## src/rtl/lfsr_pkg.sv

```systemverilog
// lfsr_pkg: shared state encoding, default tap masks and counter sizing for the LFSR stream generator
package lfsr_pkg;

    typedef enum logic [1:0] {
        IDLE     = 2'd0,
        SCRAMBLE = 2'd1,
        SHIFT    = 2'd2,
        DONE     = 2'd3
    } state_t;

    localparam logic [3:0] TAPS_W4 = 4'b0111;
    localparam logic [7:0] TAPS_W8 = 8'b10111000;

    // counter wide enough to hold 0..n, never narrower than one bit
    function automatic int cnt_width(input int n);
        return (n < 1) ? 1 : $clog2(n + 1);
    endfunction

endpackage

```

## src/rtl/lfsr_step.sv

```systemverilog
// lfsr_step: next Fibonacci LFSR value; fill selects feedback fill or zero fill into the MSB
module lfsr_step
    import lfsr_pkg::*;
#(
    parameter int                 WIDTH = 4,
    parameter logic [WIDTH-1:0]   TAPS  = TAPS_W4
) (
    input  logic [WIDTH-1:0] value,
    input  logic             fill,
    output logic [WIDTH-1:0] next_value
);

    assign next_value = {fill ? ^(value & TAPS) : 1'b0, value[WIDTH-1:1]};

endmodule

```

## src/rtl/lfsr_stream_gen.sv

```systemverilog
// lfsr_stream_gen: seed load, scramble, then stream OUT_BITS LSB-first bits over valid/ready.
// Optional LFSR_LOCKUP_GUARD_EN replaces an all-zero seed with all ones and adds o_seed_fixed.
module lfsr_stream_gen
    import lfsr_pkg::*;
#(
    parameter int               WIDTH           = 4,
    parameter logic [WIDTH-1:0] TAPS            = 4'b0111,
    parameter int               SCRAMBLE_CYCLES = 8,
    parameter int               OUT_BITS        = 4
) (
    input  logic             i_clk,
    input  logic             i_rst,
    input  logic             i_start,
    input  logic [WIDTH-1:0] i_seed,
    input  logic             i_continuous,
    output logic             o_busy,
    output logic             o_valid,
    output logic             o_out,
    input  logic             i_ready,
    output logic             o_done
`ifdef LFSR_LOCKUP_GUARD_EN
    ,
    output logic             o_seed_fixed
`endif
);

    localparam int SW = cnt_width(SCRAMBLE_CYCLES);
    localparam int BW = cnt_width(OUT_BITS);
    localparam logic [SW-1:0] SC_LAST  = SW'(SCRAMBLE_CYCLES == 0 ? 0 : SCRAMBLE_CYCLES - 1);
    localparam logic [BW-1:0] BIT_LAST = BW'(OUT_BITS - 1);

    state_t           state;
    logic [WIDTH-1:0] r_lfsr;
    logic [WIDTH-1:0] lfsr_next;
    logic [WIDTH-1:0] load_seed;
    logic [SW-1:0]    sc_cnt;
    logic [BW-1:0]    bit_cnt;
    logic             fill_r;

`ifdef LFSR_LOCKUP_GUARD_EN
    assign load_seed = (i_seed == '0) ? '1 : i_seed;
`else
    assign load_seed = i_seed;
`endif

    // scrambling always uses feedback; streaming uses the fill mode latched at start
    lfsr_step #(
        .WIDTH (WIDTH),
        .TAPS  (TAPS)
    ) u_step (
        .value      (r_lfsr),
        .fill       ((state == SCRAMBLE) | fill_r),
        .next_value (lfsr_next)
    );

    assign o_out = o_valid & r_lfsr[0];

    // run sequencer with registered status outputs
    always_ff @(posedge i_clk or posedge i_rst) begin
        if (i_rst) begin
            state   <= IDLE;
            r_lfsr  <= '0;
            sc_cnt  <= '0;
            bit_cnt <= '0;
            fill_r  <= 1'b0;
            o_busy  <= 1'b0;
            o_valid <= 1'b0;
            o_done  <= 1'b0;
`ifdef LFSR_LOCKUP_GUARD_EN
            o_seed_fixed <= 1'b0;
`endif
        end else begin
            o_done <= 1'b0;
`ifdef LFSR_LOCKUP_GUARD_EN
            o_seed_fixed <= 1'b0;
`endif
            case (state)
                IDLE: begin
                    if (i_start) begin
                        r_lfsr  <= load_seed;
                        fill_r  <= i_continuous;
                        sc_cnt  <= '0;
                        bit_cnt <= '0;
                        o_busy  <= 1'b1;
`ifdef LFSR_LOCKUP_GUARD_EN
                        o_seed_fixed <= (i_seed == '0);
`endif
                        if (SCRAMBLE_CYCLES == 0) begin
                            state   <= SHIFT;
                            o_valid <= 1'b1;
                        end else begin
                            state <= SCRAMBLE;
                        end
                    end
                end
                SCRAMBLE: begin
                    r_lfsr <= lfsr_next;
                    sc_cnt <= sc_cnt + 1'b1;
                    if (sc_cnt == SC_LAST) begin
                        state   <= SHIFT;
                        o_valid <= 1'b1;
                    end
                end
                SHIFT: begin
                    if (i_ready) begin
                        r_lfsr  <= lfsr_next;
                        bit_cnt <= bit_cnt + 1'b1;
                        if (bit_cnt == BIT_LAST) begin
                            state   <= DONE;
                            o_valid <= 1'b0;
                            o_done  <= 1'b1;
                        end
                    end
                end
                DONE: begin
                    state  <= IDLE;
                    o_busy <= 1'b0;
                end
                default: begin
                    state   <= IDLE;
                    o_busy  <= 1'b0;
                    o_valid <= 1'b0;
                end
            endcase
        end
    end

endmodule

```

## config.mk

```make
export PLATFORM = sky130hd
export DESIGN_NAME = lfsr_stream_gen
export DESIGN_NICKNAME = d
export VERILOG_FILES = /design/src/rtl/lfsr_pkg.sv /design/src/rtl/lfsr_step.sv /design/src/rtl/lfsr_stream_gen.sv
export SDC_FILE = /design/constraint.sdc
export NUM_CORES = 1
export LEC_CHECK = 0
export ABC_AREA = 0
export CORE_MARGIN = 4
export CORE_UTILIZATION = 45
export CTS_CLUSTER_DIAMETER = 40
export DETAILED_ROUTE_END_ITERATION = 6
export GPL_TIMING_DRIVEN = 0
export PLACE_DENSITY = 0.68
export SETUP_SLACK_MARGIN = 0.05
export SLEW_MARGIN = 20
export SYNTH_ARGS = -nofsm -noshare
export SYNTH_HDL_FRONTEND = slang
export SYNTH_SLANG_ARGS = --single-unit
```

## constraint.sdc

```tcl
create_clock -name i_clk -period 2.22 [get_ports i_clk]
set_input_delay 0.222 -clock i_clk [delete_from_list [all_inputs] [get_ports i_clk]]
set_output_delay 0.222 -clock i_clk [all_outputs]
set_load 0.02 [all_outputs]
```

==> job_summary.md <==
### Yosys + OpenROAD results

| Metric | Value |
|---|---|
| Psw | `0.696 mW` |
| Clock network power share | `0.102` |
| Setup-failing EPs final | `0` |
| CTS Hold Buffers Added | `0` |
| Measured slew at the worst slew-check pin | `~0.67 ns` |
| Slew HR | `0.555` |
| # diodes | `0` |
| Power Density | `approximately 1400 mW/mm2` |
| Worst setup EP type | `flop` |
| CP bufs+invs | `1` |
| Syn Area/Cell | `around 10 um2` |
| Area leader share | `0.420` |
| OpenROAD warning count | `31` |
| # clock sinks | `17` |
| Fillers | `191` |
| Fmax | `550 MHz` |
| Final Hold Fails | `0` |
| Clk pin slew, worst setup/hold paths | `0.11 ns` |
| Final Power | `1.65 mW` |
| H-tree levels | `1` |
| Cell leakage power | `0.542 nW` |
| Power share of the combinational group | `0.566` |
| Grt total ovfl | `0` |
| Maximum VDD drop | `between 0.0008 and 0.0009 V` |
| Area delta synth->final | `16.8%` |
| Critical Path Stages | `6` |
| Core area | `0.00204 mm2` |
| Critical Path Start | `state[0]` |
| Worst path arrival time | `1.99 ns` |
| Setup ws final | `0.401 ns` |
| Vias | `roughly 770` |
| Postcts setup bufs | `0` |
| Die Y | `around 55 um` |
| Via density per instance | `5.43` |
| Dpl ws | `0.431 ns` |
| Dpl hpwl | `1440 um` |
| Critical path class | `flop to flop` |
| Pre-antenna DRT Iters | `5` |
| Row count | `16` |
| Vias in the first global route | `761` |
| Critical Path RT | `2.39 ns` |
| YS chip area | `0.00101 mm2` |
| Worst stage delay on the critical path | `0.42 ns` |
| Starting DRC count in detailed routing | `8` |
| First-pass GRT wire length | `3430 um` |
| Port-buffer cells | `11` |
| Placed cells | `137` |
| Max-slew violation count | `0` |
| Critical Path Source Type | `flop` |
| Final worst path period need | `1.82 ns` |
| Pin count of the biggest net entering global routing | `18` |
| R2R Path End | `state[1]` |
| Post-Syn Instances | `99` |
| Worst hold slack | `0.313 ns` |
| IO Pins | `13` |
| Yosys cell types | `33` |
| All-Layer GR Usage | `0.138` |
| Layout Nets | `approximately 130` |
| DRC Markers | `0` |
| Switching share of power | `0.421` |
| CP Capture Point | `state[1]` |
| RD Place Congestion | `0.718` |
| DR WL/cell | `13.4 um` |
| Late-Pin Clk Latency | `0.29 ns` |
| CP max FO | `8` |
| Syn. warnings | `0` |
| Fp util | `0.496` |
| Min-delay worst type | `primary input to async pin` |
| Total CTS buffers | `3` |
| Flop pwr share | `0.332` |
| Max cap viols | `0` |
| Die width | `55.4 um` |
| Cell Int Power | `0.956 mW` |
| RSZ-0062 raised after global routing | `no` |
| Clk root buf | `clkbuf_4` |
| Post-CTS resize count | `0` |
| Initial antenna violation count | `0` |
| Syn Std Cell Area | `0.00101 mm2` |
| RR Startpoint | `state[0]` |
| Total Routed Length | `1890 um` |
| FF+latch count, synth | `17` |
| Worst reg2reg setup slack | `0.40 ns` |
| CTS tree | `built` |
| Yosys cell count | `between 90 and 100` |
| Largest cells by area | `dfrtp_1 42%, ha_1 11%, mux2i_1 5.9%` |
| Clk buf depth | `2` |
| Cycle use final | `0.819` |
| TNS Setup | `0 ns` |
| Reg2reg path depth | `6` |
| Worst Skew | `0.00813 ns` |
| Top Layout Cells | `17 x dfrtp_1, 11 x clkdlybuf4s50_1, 9 x ha_1` |
| Post-DRT Antenna Nets | `0` |
| Die ar. | `0.00307 mm2` |
| Syn Nets | `117` |
| Status | `complete, no violations` |
| CP max stage cell | `dfrtp_1` |
| Worst path cell trace | `inv_1 > ha_1 > nor2b_4 > nor2_1 > nand2_2 > mux2_4` |
| Layout cells sized above 1 | `0.0965` |
| Synth Seq Share | `0.420` |
| Dominant cell type by area after synthesis | `dfrtp_1` |
| Family with the most delay on the worst path | `simple AND/OR/NAND/NOR gates` |
==> layout make-up <==
cell class | count | area, um2 | share of cell area
Multi-Input combinational cell | 72 | 548 | 0.463
Sequential cell | 17 | 425 | 0.360
Timing Repair Buffer | 11 | 110 | 0.0931
Tap cell | 27 | 33.8 | 0.0286
Clock buffer | 4 | 26.3 | 0.0222
Inverter | 7 | 26.3 | 0.0222
Buffer | 3 | 12.5 | 0.0106
==> through the flow <==
stage	area, um2	util
6_report	1180	0.579
5_1_grt	1180	0.579
4_1_cts	1180	0.579
3_5_place_dp	1160	0.566
3_3_place_gp	1160	0.566
2_1_floorplan	1010	-
==> cells in the mapped netlist <==
cell and number:
a21oi_1 3, nor2_1 6, mux2i_1 6, and3_1 1, a32o_1 1, buf_2 1
a21o_1 1, mux2_4 1, ha_1 9, a31oi_1 2, nand2_2 1, o21ai_0 6
inv_1 7, nand3b_1 2, nand2b_1 1, o21ai_1 2, nor2b_4 1, o31ai_1 1
nor3_1 1, clkbuf_1 2, o211ai_1 2, nand2b_2 1, a22o_1 3, dfrtp_1 17
xnor2_1 2, nor2b_1 4, nand3_1 4, a2bb2oi_2 1, and2_1 1, mux2_2 1
nor3_4 1, nand2_1 6, o2bb2ai_1 1
==> cells by family after synthesis <==
family,Yosys count,share of synthesized area
muxes,8,0.0853
buffers and inverters,10,0.0383
adders and majority gates,9,0.111
DFF,17,0.420
and+or+nand+nor,30,0.172
AOI/OAI and AO/OA,23,0.156
xor gates and xnor gates,2,0.0173
==> registers in the layout (all words and copies together), names as in the netlist <==
signal / count
bit_cnt: 3
fill_r: 1
r_lfsr: 4
sc_cnt: 4
o_busy: 1
state: 2
o_valid: 1
o_done: 1
==> worst min path at each step <==
stage                       to  slack, ns
global placement    bit_cnt[1]       0.49
floorplan           bit_cnt[0]       0.15
CTS                     o_done       0.31
global route            o_done       0.31
finish               sc_cnt[2]       0.31
detailed placement  bit_cnt[2]       0.50
==> power groups by stage <==
stage / Combinational (mW) / Clock [mW] / Sequential (mW)
global route: 1.05 / 0.189 / 0.573
CTS: 0.945 / 0.169 / 0.550
global placement: 0.911 / 0 / 0.547
finish: 0.936 / 0.168 / 0.548
floorplan: 0.715 / 0 / 0.549
detailed placement: 0.938 / 0 / 0.555
==> worst reg2reg max path: stages (launching register included) <==
cell	delay, ns
dfrtp_1	0.42
inv_1	0.16
ha_1	0.36
nor2b_4	0.28
nor2_1	0.09
nand2_2	0.10
mux2_4	0.30
==> layer usage <==
metal | routed length [um] | global-route usage | vias up | share of wire
li1 | - | - | 382 | -
met1 | 906 | 0.172 | 371 | 0.48
met2 | 922 | 0.231 | 10 | 0.49
met3 | 49 | 0.0303 | 2 | 0.026
met4 | 13 | 0.0521 | 0 | 0.0069
met5 | 0 | 0 | - | 0
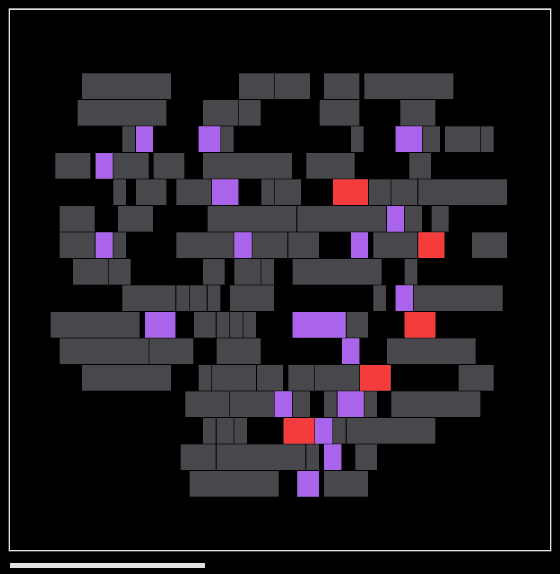
gates.png
Scale bar: 20 um.
legend:
  aoi and oai cells:
    colour: purple
    cells: 18
  non-inverting ao/oa cells:
    colour: red
    cells: 5
Comb/total area: 0.463
Commonest Layout Cell: dfrtp_1
fin cells: 141

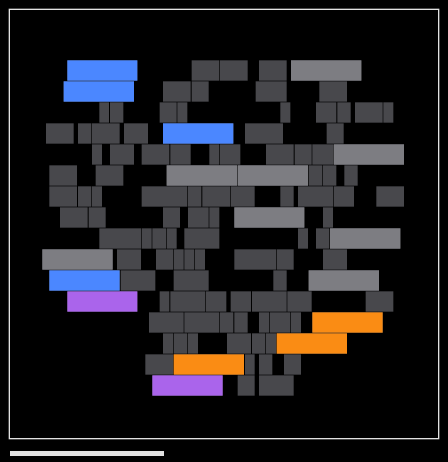
ff_map.png
Scale bar: 20 um. Other sequential cells in the stronger grey, the rest of the logic in the fainter grey.
legend:
  r_lfsr:
    colour: blue
    sequential_cells: 4
  bit_cnt:
    colour: orange
    sequential_cells: 3
  state:
    colour: purple
    sequential_cells: 2
Util after Layout: 0.579
P_seq: 0.548 mW
register area: 425 um2
Seq area share: 0.360

No activity file was given, so power comes from the tool's default toggle rates.
